File: config.mk
export PLATFORM = sky130hd
export DESIGN_NAME = of_stage_pipe
export DESIGN_NICKNAME = d
export VERILOG_FILES = /design/src/rtl/of_stage_pipe.sv
export SDC_FILE = /design/constraint.sdc
export NUM_CORES = 2
export LEC_CHECK = 0
export ABC_CLOCK_PERIOD_IN_PS = 23400
export CAP_MARGIN = 40
export CELL_PAD_IN_SITES_DETAIL_PLACEMENT = 1
export CELL_PAD_IN_SITES_GLOBAL_PLACEMENT = 2
export CORE_MARGIN = 3
export CORE_UTILIZATION = 36
export DETAILED_ROUTE_END_ITERATION = 6
export PLACE_DENSITY_LB_ADDON = 0.1
export SLEW_MARGIN = 5
export SYNTH_ARGS = -nofsm -noshare
export SYNTH_HDL_FRONTEND = slang
export SYNTH_SLANG_ARGS = --single-unit
File: constraint.sdc
create_clock -name clk -period 23.4 [get_ports clk]
set_input_delay 3.51 -clock clk [delete_from_list [all_inputs] [get_ports clk]]
set_output_delay 3.51 -clock clk [all_outputs]
set_load 0.05 [all_outputs]
File: src/rtl/of_stage_pipe.sv
`default_nettype none
// ============================================================================
// Module   : of_stage_pipe
// Brief    : Operand-fetch stage with register file, writeback bypass,
//            immediate extension, branch target and OF/EX pipeline register.
//            Optional macro OF_ZERO_REG_EN makes register 0 a hard zero.
// Revision : 1.0
// ============================================================================
module of_stage_pipe #(
    parameter int DATA_W = 32,
    parameter int NREGS  = 16,
    parameter int CW_W   = 22,
    parameter int RA_IDX = 15,
    localparam int AW    = (NREGS > 1) ? $clog2(NREGS) : 1
) (
    input  logic              clk,
    input  logic              rst,
    input  logic              in_valid,
    input  logic [31:0]       instr,
    input  logic [DATA_W-1:0] pc_in,
    input  logic [CW_W-1:0]   ctrl_in,
    input  logic              is_ret,
    input  logic              is_st,
    input  logic              is_imm,
    input  logic              is_call,
    input  logic              stall,
    input  logic              flush,
    input  logic              wb_en,
    input  logic [AW-1:0]     wb_addr,
    input  logic [DATA_W-1:0] wb_data,
    output logic              ex_valid,
    output logic [31:0]       ex_instr,
    output logic [CW_W-1:0]   ex_ctrl,
    output logic [DATA_W-1:0] ex_bt,
    output logic [DATA_W-1:0] ex_a,
    output logic [DATA_W-1:0] ex_b,
    output logic [DATA_W-1:0] ex_op2,
    output logic [DATA_W-1:0] ex_pc
);

`ifdef OF_ZERO_REG_EN
    localparam bit ZERO_REG = 1'b1;
`else
    localparam bit ZERO_REG = 1'b0;
`endif

    logic [DATA_W-1:0] rf_q [NREGS];
    logic [DATA_W-1:0] rf_d [NREGS];

    logic [AW+3:0]     a1_ext, a2_ext;
    logic [AW-1:0]     a1, a2;
    logic [DATA_W-1:0] rd1, rd2;
    logic [DATA_W-1:0] imm_ext, off, bt;

    logic              ex_valid_q, ex_valid_d;
    logic [31:0]       ex_instr_q, ex_instr_d;
    logic [CW_W-1:0]   ex_ctrl_q,  ex_ctrl_d;
    logic [DATA_W-1:0] ex_bt_q,    ex_bt_d;
    logic [DATA_W-1:0] ex_a_q,     ex_a_d;
    logic [DATA_W-1:0] ex_b_q,     ex_b_d;
    logic [DATA_W-1:0] ex_op2_q,   ex_op2_d;
    logic [DATA_W-1:0] ex_pc_q,    ex_pc_d;

    // 4-bit instruction fields are truncated or zero-extended to AW bits
    always_comb begin
        a1_ext = {{AW{1'b0}}, instr[21:18]};
        a2_ext = {{AW{1'b0}}, is_st ? instr[25:22] : instr[17:14]};
        a1     = is_ret ? AW'(RA_IDX) : a1_ext[AW-1:0];
        a2     = a2_ext[AW-1:0];
    end

    always_comb begin
        rd1 = (int'(a1) < NREGS) ? rf_q[a1] : '0;
        if (ZERO_REG && a1 == '0)
            rd1 = '0;
        else if (wb_en && wb_addr == a1)
            rd1 = wb_data;

        rd2 = (int'(a2) < NREGS) ? rf_q[a2] : '0;
        if (ZERO_REG && a2 == '0)
            rd2 = '0;
        else if (wb_en && wb_addr == a2)
            rd2 = wb_data;
    end

    always_comb begin
        rf_d = rf_q;
        if (wb_en && int'(wb_addr) < NREGS && !(ZERO_REG && wb_addr == '0))
            rf_d[wb_addr] = wb_data;
    end

    always_ff @(posedge clk or posedge rst) begin
        if (rst) begin
            for (int i = 0; i < NREGS; i++)
                rf_q[i] <= '0;
        end else begin
            rf_q <= rf_d;
        end
    end

    always_comb begin
        case (instr[17:16])
            2'b01:   imm_ext = DATA_W'(instr[15:0]);
            2'b10:   imm_ext = DATA_W'({instr[15:0], 16'h0000});
            default: imm_ext = {{(DATA_W-16){instr[15]}}, instr[15:0]};
        endcase
        off = {{(DATA_W-27){instr[26]}}, instr[26:0]};
        bt  = is_call ? off : pc_in + off;
    end

    // Flush outranks stall; a stall freezes every field
    always_comb begin
        ex_valid_d = ex_valid_q;
        ex_instr_d = ex_instr_q;
        ex_ctrl_d  = ex_ctrl_q;
        ex_bt_d    = ex_bt_q;
        ex_a_d     = ex_a_q;
        ex_b_d     = ex_b_q;
        ex_op2_d   = ex_op2_q;
        ex_pc_d    = ex_pc_q;
        if (flush) begin
            ex_valid_d = 1'b0;
            ex_instr_d = '0;
            ex_ctrl_d  = '0;
            ex_bt_d    = '0;
            ex_a_d     = '0;
            ex_b_d     = '0;
            ex_op2_d   = '0;
            ex_pc_d    = '0;
        end else if (!stall) begin
            ex_valid_d = in_valid;
            ex_instr_d = instr;
            ex_ctrl_d  = in_valid ? ctrl_in : '0;
            ex_bt_d    = bt;
            ex_a_d     = rd1;
            ex_b_d     = is_imm ? imm_ext : rd2;
            ex_op2_d   = rd2;
            ex_pc_d    = pc_in;
        end
    end

    always_ff @(posedge clk or posedge rst) begin
        if (rst) begin
            ex_valid_q <= 1'b0;
            ex_instr_q <= '0;
            ex_ctrl_q  <= '0;
            ex_bt_q    <= '0;
            ex_a_q     <= '0;
            ex_b_q     <= '0;
            ex_op2_q   <= '0;
            ex_pc_q    <= '0;
        end else begin
            ex_valid_q <= ex_valid_d;
            ex_instr_q <= ex_instr_d;
            ex_ctrl_q  <= ex_ctrl_d;
            ex_bt_q    <= ex_bt_d;
            ex_a_q     <= ex_a_d;
            ex_b_q     <= ex_b_d;
            ex_op2_q   <= ex_op2_d;
            ex_pc_q    <= ex_pc_d;
        end
    end

    assign ex_valid = ex_valid_q;
    assign ex_instr = ex_instr_q;
    assign ex_ctrl  = ex_ctrl_q;
    assign ex_bt    = ex_bt_q;
    assign ex_a     = ex_a_q;
    assign ex_b     = ex_b_q;
    assign ex_op2   = ex_op2_q;
    assign ex_pc    = ex_pc_q;

endmodule
`default_nettype wire

==> results.txt <==
flow finished, numbers: run status finished with violations, violations in the final reports DRC, power share of the clock group 33.6%, total number of placement rows 119, Power Total 4.01 mW, area fraction in compound gates after synthesis 11.2%, final worst-path setup slack 15240 ps, worst-case headroom to the max-slew limit 38.0%, fa+ha+maj area frac 1.12%, CP Data Arrival Time 8670 ps, leading register cell type out of synthesis sky130_fd_sc_hd__dfrtp_1, start-to-end type of the worst setup path input port to register, end point of the critical path ex_b[30], Sequential Power 1.68 mW, commonest cells in the synthesized netlist 727 x sky130_fd_sc_hd__dfrtp_1, 642 x sky130_fd_sc_hd__mux2_2, 318 x sky130_fd_sc_hd__nand2_1, Area contributors post-synth sky130_fd_sc_hd__dfrtp_1 47%, sky130_fd_sc_hd__mux2_2 19%, sky130_fd_sc_hd__mux4_2 7.4%, sky130_fd_sc_hd__nand2_1 3.1%, sky130_fd_sc_hd__mux2i_1 2.7%, list of cells traversed by the critical path clkdlybuf4s50_1, mux2i_4, buf_4, buf_12, buf_4, xnor2_1, nor3_1, nand3_2, buf_4, buf_12, mux2i_1, o221ai_1, boundary pin count 347, Worst path depth 12, logic gate fraction of the total cell area 41.5%, worst hold-check slack 489 ps, cell type group with the largest total delay on the critical path buffers and inverters, final setup TNS 0 ps, Congestion Overflow GR 0, sw frac 31.2%, library cell occupying the most area in the post-synthesis netlist sky130_fd_sc_hd__dfrtp_1, buffers outside the clock class 437, number of sequential storage elements 727, internal cell power 2.76 mW, Power Density 85.5 nW/um2, number of warnings in the stage logs 30, wire length of the first global-routing pass 237000 um, Worst Hold Path Cells 1, routed via count divided by cell count 6.06, horizontal extent of the die 334 um, insertion delay to the later sink of the worst-skew pair 670 ps, Dominant combinational family multiplexers, maximum number of pins on one net before global-route repair 101, remaining design rule violation count 2, post-route met1 wirelength 70100 um, Synth Seq Share 46.9%, drt first pass iters 7, Worst Max-Slew Pin Slew 930 ps, most common cell in the synthesized netlist sky130_fd_sc_hd__dfrtp_1, RSZ-0062 raised after global routing no, Largest register FFs 512, internal reg-to-reg setup slack 21270 ps, number of cells traversed by the worst register-to-register path 6, vertical die size 334 um, XOR/XNOR Area Share 0.609%, Taps Inserted 1391, total cell area at the placement stage 44100 um2, register share of the cell area 38.7%, Mapped Cells 3310, power spent charging and discharging nets 1.25 mW, power share of the combinational group 24.5%, post-CTS setup buffer count 0, clock tree from TritonCTS built, most common cell after layout, fill and taps aside sky130_fd_sc_hd__dfrtp_1, kind of start point of the critical path input port, buffering overhead 9.95%, ys cells 3310, number of buffers added by the clock tree synthesis step 86, antenna violations before repair 13, final critical delay including setup and external delays 8160 ps, final instance area 47000 um2, number of nets in the synthesized netlist 3476, YS warnings 0, post-route fraction of the period consumed by the critical path 34.9%, hold_buf cts 0, gr busiest metal met2, maximum achievable frequency 123 MHz, placed insts 4831, Mapped Area 38800 um2, Seq cells post-synth 727, number of non-filler instances in the completed layout 4995, max layer used met5, Final Hold Viols 0, number of clock buffers in the layout 132, FFs w/ async S/R, synth 100%, met3 routed wirelength 14000 um
==> images/layer_met1.png <==
Scale: 1 px per um.
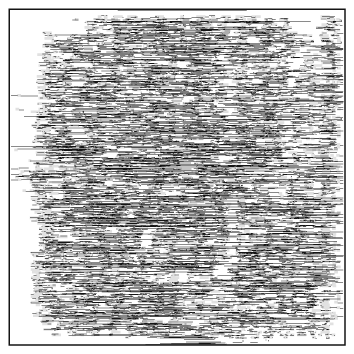
The layer holds 43% of the routed length. 3432 nets have wire on it. The longest straight run is 129 um. The wires run mostly horizontal.

==> images/layer_met2.png <==
Scale: 1.5 px per um.
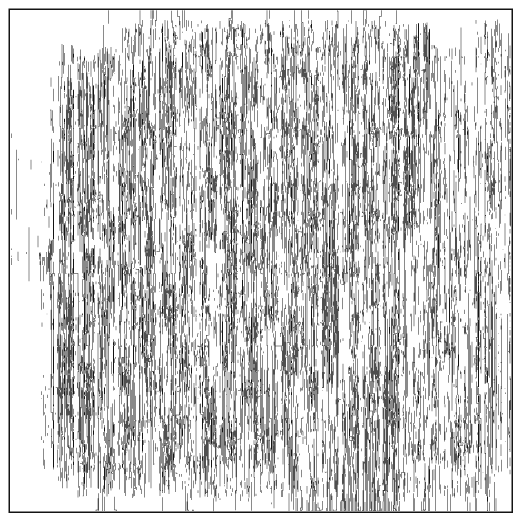
3303 nets have wire on it. The layer holds 45% of the routed length. The wires run mostly vertical. The longest straight run is 120 um. The layer carries 73.8 mm of wire.

==> images/layer_met3.png <==
Scale: 1 px per um.
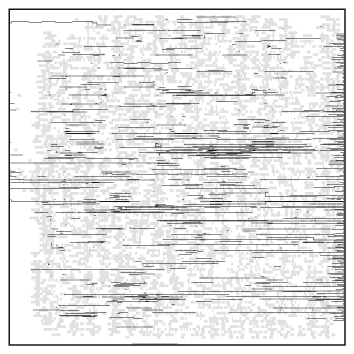
The wires run mostly horizontal. 433 nets have wire on it. The longest straight run is 184 um. The layer carries 14000 um of wire.

==> images/layer_met4.png <==
Scale: 1 px per um.
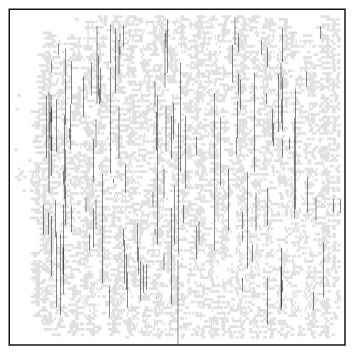
The longest straight run is 157 um. The layer holds 3.2% of the routed length.

==> images/congestion.png <==
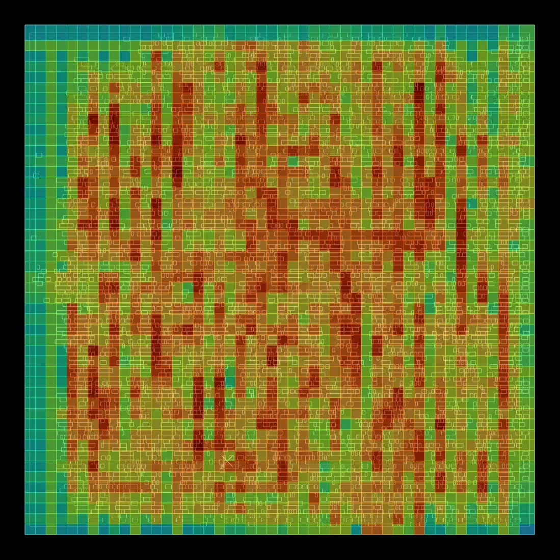
met1 GRT Util: 38.1%
met2 usage: 45.6%
drt wl/cell: 32.7 um
Total Routing Usage GR: 28.9%

No activity file was given, so power comes from the tool's default toggle rates.
